**src/rtl/race_pkg.sv**
```systemverilog
// Shared types and constants for the race game-state engine.
package race_pkg;

  typedef enum logic [1:0] {
    MENU      = 2'd0,
    COUNTDOWN = 2'd1,
    RACE      = 2'd2,
    FINISHED  = 2'd3
  } state_e;

  localparam int unsigned GREEN  = 0;
  localparam int unsigned RED    = 1;
  localparam int unsigned BLUE   = 2;
  localparam int unsigned YELLOW = 3;

  localparam int unsigned NUM_PLAYERS = 4;
  localparam int unsigned POS_W       = 7;

endpackage

```
**src/rtl/race_controller_press_detect.sv**
```systemverilog
// One-bit rising-edge detector. The history register resets to 1 so a
// button already held when reset releases does not register as a press.
module press_detect (
  input  logic clk,
  input  logic rst,
  input  logic btn_i,
  output logic press_o
);

  logic hist_q;

  // Remember the previous sample of the button.
  always_ff @(posedge clk or posedge rst) begin
    if (rst) hist_q <= 1'b1;
    else     hist_q <= btn_i;
  end

  assign press_o = btn_i & ~hist_q;

endmodule

```
**src/rtl/race_controller.sv**
```systemverilog
// Game-state engine: menu/join, start countdown, per-player position
// counters and end-of-race freeze feeding the screen router.
module race_controller
  import race_pkg::*;
#(
  parameter int unsigned MAX_POS          = 109,
  parameter int unsigned COUNTDOWN_CYCLES = 150000000
) (
  input  logic       clk,
  input  logic       rst,
  input  logic       btn_green,
  input  logic       btn_red,
  input  logic       btn_blue,
  input  logic       btn_yellow,
  input  logic       btn_start,
  output logic [6:0] green_cur_pos,
  output logic [6:0] red_cur_pos,
  output logic [6:0] blue_cur_pos,
  output logic [6:0] yellow_cur_pos,
  output logic       is_in_menu,
  output logic       countdown_active,
  output logic [3:0] joined_mask,
  output logic [3:0] winner_mask
);

  localparam int unsigned CNT_W = $clog2(COUNTDOWN_CYCLES + 1);
  localparam logic [CNT_W-1:0] CNT_LAST = CNT_W'(COUNTDOWN_CYCLES - 1);
  localparam logic [POS_W-1:0] MAX_P    = POS_W'(MAX_POS);

  state_e                                state_q, state_d;
  logic [CNT_W-1:0]                      cnt_q, cnt_d;
  logic [NUM_PLAYERS-1:0][POS_W-1:0]     pos_q, pos_d;
  logic [NUM_PLAYERS-1:0]                joined_q, joined_d;
  logic [NUM_PLAYERS-1:0]                winner_q, winner_d;
  logic [NUM_PLAYERS-1:0]                hit;

  logic [NUM_PLAYERS-1:0] btn_w;
  logic [NUM_PLAYERS-1:0] press_w;
  logic                   start_press;

  assign btn_w = {btn_yellow, btn_blue, btn_red, btn_green};

  for (genvar g = 0; g < NUM_PLAYERS; g++) begin : g_player_pd
    press_detect u_pd (
      .clk     (clk),
      .rst     (rst),
      .btn_i   (btn_w[g]),
      .press_o (press_w[g])
    );
  end

  press_detect u_pd_start (
    .clk     (clk),
    .rst     (rst),
    .btn_i   (btn_start),
    .press_o (start_press)
  );

  // State, countdown, positions and masks register.
  always_ff @(posedge clk or posedge rst) begin
    if (rst) begin
      state_q  <= MENU;
      cnt_q    <= '0;
      pos_q    <= '0;
      joined_q <= '0;
      winner_q <= '0;
    end else begin
      state_q  <= state_d;
      cnt_q    <= cnt_d;
      pos_q    <= pos_d;
      joined_q <= joined_d;
      winner_q <= winner_d;
    end
  end

  // Next-state logic for the game phases.
  always_comb begin
    state_d  = state_q;
    cnt_d    = cnt_q;
    pos_d    = pos_q;
    joined_d = joined_q;
    winner_d = winner_q;
    hit      = '0;
    case (state_q)
      MENU: begin
        // Joins land first so a simultaneous start sees the new mask.
        joined_d = joined_q | press_w;
        if (start_press && (joined_d != '0)) begin
          state_d = COUNTDOWN;
          cnt_d   = '0;
        end
      end
      COUNTDOWN: begin
        if (cnt_q == CNT_LAST) begin
          state_d = RACE;
          cnt_d   = '0;
        end else begin
          cnt_d = cnt_q + CNT_W'(1);
        end
      end
      RACE: begin
        for (int unsigned i = 0; i < NUM_PLAYERS; i++) begin
          if (joined_q[i] && press_w[i] && (pos_q[i] < MAX_P))
            pos_d[i] = pos_q[i] + POS_W'(1);
          hit[i] = (pos_d[i] == MAX_P);
        end
        if (hit != '0) begin
          state_d  = FINISHED;
          winner_d = hit;
        end
      end
      FINISHED: begin
        if (start_press) begin
          state_d  = MENU;
          cnt_d    = '0;
          pos_d    = '0;
          joined_d = '0;
          winner_d = '0;
        end
      end
      default: begin
        state_d  = MENU;
        cnt_d    = '0;
        pos_d    = '0;
        joined_d = '0;
        winner_d = '0;
      end
    endcase
  end

  assign green_cur_pos    = pos_q[GREEN];
  assign red_cur_pos      = pos_q[RED];
  assign blue_cur_pos     = pos_q[BLUE];
  assign yellow_cur_pos   = pos_q[YELLOW];
  assign is_in_menu       = (state_q == MENU) || (state_q == COUNTDOWN);
  assign countdown_active = (state_q == COUNTDOWN);
  assign joined_mask      = joined_q;
  assign winner_mask      = winner_q;

endmodule
```
**config.mk**
```make
export PLATFORM = sky130hd
export DESIGN_NAME = race_controller
export DESIGN_NICKNAME = d
export VERILOG_FILES = /design/src/rtl/race_pkg.sv /design/src/rtl/race_controller_press_detect.sv /design/src/rtl/race_controller.sv
export SDC_FILE = /design/constraint.sdc
export NUM_CORES = 1
export LEC_CHECK = 0
export CAP_MARGIN = 20
export CORE_ASPECT_RATIO = 1.5
export CORE_UTILIZATION = 50
export DETAILED_ROUTE_END_ITERATION = 8
export PLACE_DENSITY = 0.71
export SLEW_MARGIN = 30
export SYNTH_ARGS = -nofsm -noshare
export SYNTH_HDL_FRONTEND = slang
export SYNTH_SLANG_ARGS = --single-unit
```
**constraint.sdc**
```tcl
create_clock -name clk -period 4.2 [get_ports clk]
set_clock_uncertainty 0.05 [all_clocks]
set_input_delay 1.05 -clock clk [delete_from_list [all_inputs] [get_ports clk]]
set_output_delay 1.05 -clock clk [all_outputs]
set_load 0.03 [all_outputs]
```
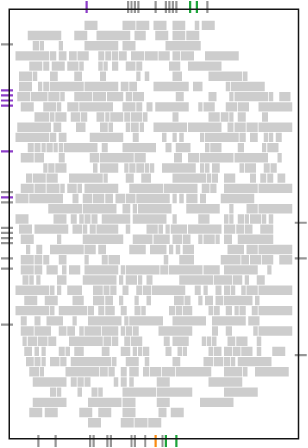
pinout.png
Pins as bars across the die edge, other pins in gray.
Key: green = joined_mask [pins 4, direction output, edge 2 north, 2 south]; orange = btn_blue [pins 1, direction input, edge south]; purple = yellow_cur_pos [pins 7, direction output, edge 6 west, 1 north]
All pins by edge: 16 west, 13 south, 13 north, 3 east.

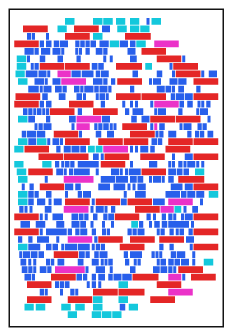
class_map.png
Key: cyan = remaining buffers and delay cells [cells 49]; blue = remaining logic cells [cells 380]; red = registers [cells 71]; magenta = clock drivers and dummy loads [cells 16]
cell area after layout: 5069 sq um
Seq area share: 35.18%

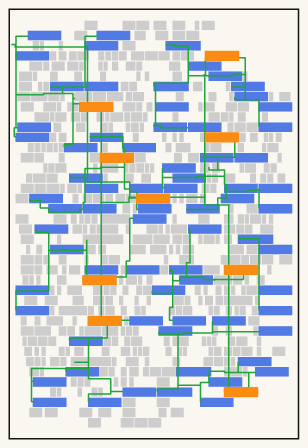
clock_wires.png
Key: green = clock wires [length 979 microns]; orange = clock-net drivers [count 9]; blue = flip-flops [count 71]
Position of the flops: spread over the die. There are 10 routed clock nets.

==> out/metrics.yaml <==
outcome: "finished clean"
pwr-share-seq_pct: 31.5
r2r_slack_ns: 1.28
logic_gate_count: 360
inverters_excl_clock: 20
grt_busiest_layer: "met2"
setup_violations: 0
rows: 40
r2r-end: "cnt_q[21]"
relSlewSlack_pct: 40.73
p_leak_nw: 2.110
cts_tree: "yes"
use_met3_pct: 2.948
crit_end: "state_q[1]"
cts_setup_buffers: 0
hold_viol: 0
wl_met1_mm: 4.059
p_seq_mw: 0.863
postRouteAntennaNets: 0
crit_chain: "clkdlybuf4s50_1, and3b_2, o211ai_4, or4_4, a211oi_2, a41oi_2, a31oi_4, mux2_4"
vias: 3696
cp_slowest_stage_delay_ns: 0.54
bufAreaShareNonClock_pct: 9.430
p_total_mw: 2.744
num_antenna_cells: 0
met2_wirelength_mm: 5.591
dp_hpwl_mm: 7.242
route.detailed.drc: 0
die_x_microns: 76.84
power.internal_mw: 1.702
gp_congestion: 0.8334
chip_area_sq_um: 8779
htree_num_levels: 3
warnings: 29
p_sw_share_pct: 37.98
power_density_nw_per_um2: 541.3
critPathArrivalTime_ns: 3.47
grt_max_degree: 27
comb_share_pct: 44.53
hold_buffers: 0
global_route.usage.met1_pct: 27.38
core-area_sq_um: 8058
yosys-stat-area_sq_um: 4200
grtUsageTotal_pct: 24.79
grt_pass1_wl_mm: 17.17
num-nets-final: 527
clk_share_pct: 6.788
first_iter_violations: 158
design.seq.count: 71
grt_pass1_vias: 3681
wl_per_cell_microns: 16.46
r2r_cells: 9
antenna_found_initial: 0
layout-drive-gt1-share_pct: 9.884
vdd_drop_max_mv: 0.2995
synthDistinctLibCells: 72
flop_area_sq_um: 1783
cp.required_ns: 4.37
drt_wl_total_mm: 10.22
synth_flops: 71
hold_start: "cnt_q[6]"
syn-num-nets: 485
clkbuf_count: 14
ys_warn_count: 0
clock_latency_ns: 0.34
tns_ns: 0
hp-class: "register to register"
ys_seq_share_pct: 42.45
critPathLaunch: "btn_red"
clk-power_mw: 0.871
comb_cell_power_mw: 1.01
via_per_inst: 5.952
portBuffers: 44
cts_inserted_buffers: 9
initCoreUtil_pct: 52.13
grtUsageMet2_pct: 45.36
largestClassByArea: "combinational gates"
clock_path_buffers: 2
cp_max_fo: 9
combPwrFrac_pct: 36.8
async_reset_ff_share_pct: 100.0
cts-root-buf: "clkbuf_16"
end_kind: "register"
cp.depth: 8
final_common_cell: "dfrtp_1"
grt-ovfl-total: 0
place_area_sq_um: 4725
cap_violations: 0
lay_top_cells: "66 x dfrtp_1, 52 x nand2_1, 50 x nor2_1"
hold_end: "cnt_q[6]"
combGateArea_sq_um: 2257
power_frac_clock_pct: 31.7
syn_inst: 469
critPathKind: "input pin to register"
die_h_microns: 114.3
n_all_buffers: 49
[synth_stat cells (5+ instances only)]
cell type   n  area share [%]
o31ai_1     7             1.3
and3b_1     5             1.0
a21oi_1    23             2.7
dfrtp_1    66              39
o211ai_1    5            0.89
clkbuf_1   10            0.89
nand2b_1    7             1.0
a31oi_1     7             1.0
nor3_1      8            0.95
xor2_1     17             3.5
and2_1      6            0.89
nor2_1     50             4.5
ha_1        9             2.7
nand3_1    26             3.1
and3_1     10             1.5
nor2b_1     6            0.89
nand4_1    11             1.6
xnor2_1     7             1.5
nand2_1    52             4.6
dfstp_2     5             3.1
inv_1      19             1.7
o21ai_0    34             4.1
[stage by stage]
step | cells | setup slack [ns] | hold slack, ns | util [%]
after floorplan | 469 | 1.250 | 0.3947 | -
after detailed placement | 605 | 0.5806 | 0.4237 | 58.63
after global routing | 621 | 0.8260 | 0.4718 | 62.90
final | 621 | 0.8978 | 0.4373 | 62.90
after CTS | 621 | 0.9005 | 0.4372 | 62.90
after global placement | 605 | 0.6200 | 0.4300 | 58.63
[kinds of logic (layout without fill, tap and decap cells)]
family                   Yosys count  in the layout  synth area share [%]
AND-OR/OR-AND                    120            120                 20.08
XOR/XNOR                          24             24                 5.004
adder cells (fa/ha/maj)            9              9                 2.681
buffers and inverters             38             85                 3.813
flip-flops                        71             71                 42.45
multiplexers                       4              4                 1.102
AND/OR/NAND/NOR                  203            203                 24.87
[state kept, by name, indices dropped and copies added (netlist names)]
signal / flops
cnt_q: 28
blue_cur_pos: 7
green_cur_pos: 7
red_cur_pos: 7
yellow_cur_pos: 7
g_player_pd.u_pd.hist_q: 4
joined_mask: 4
winner_mask: 4
state_q: 2
u_pd_start.hist_q: 1
Power figures rest on the tool's default switching activity, not on a simulated workload.
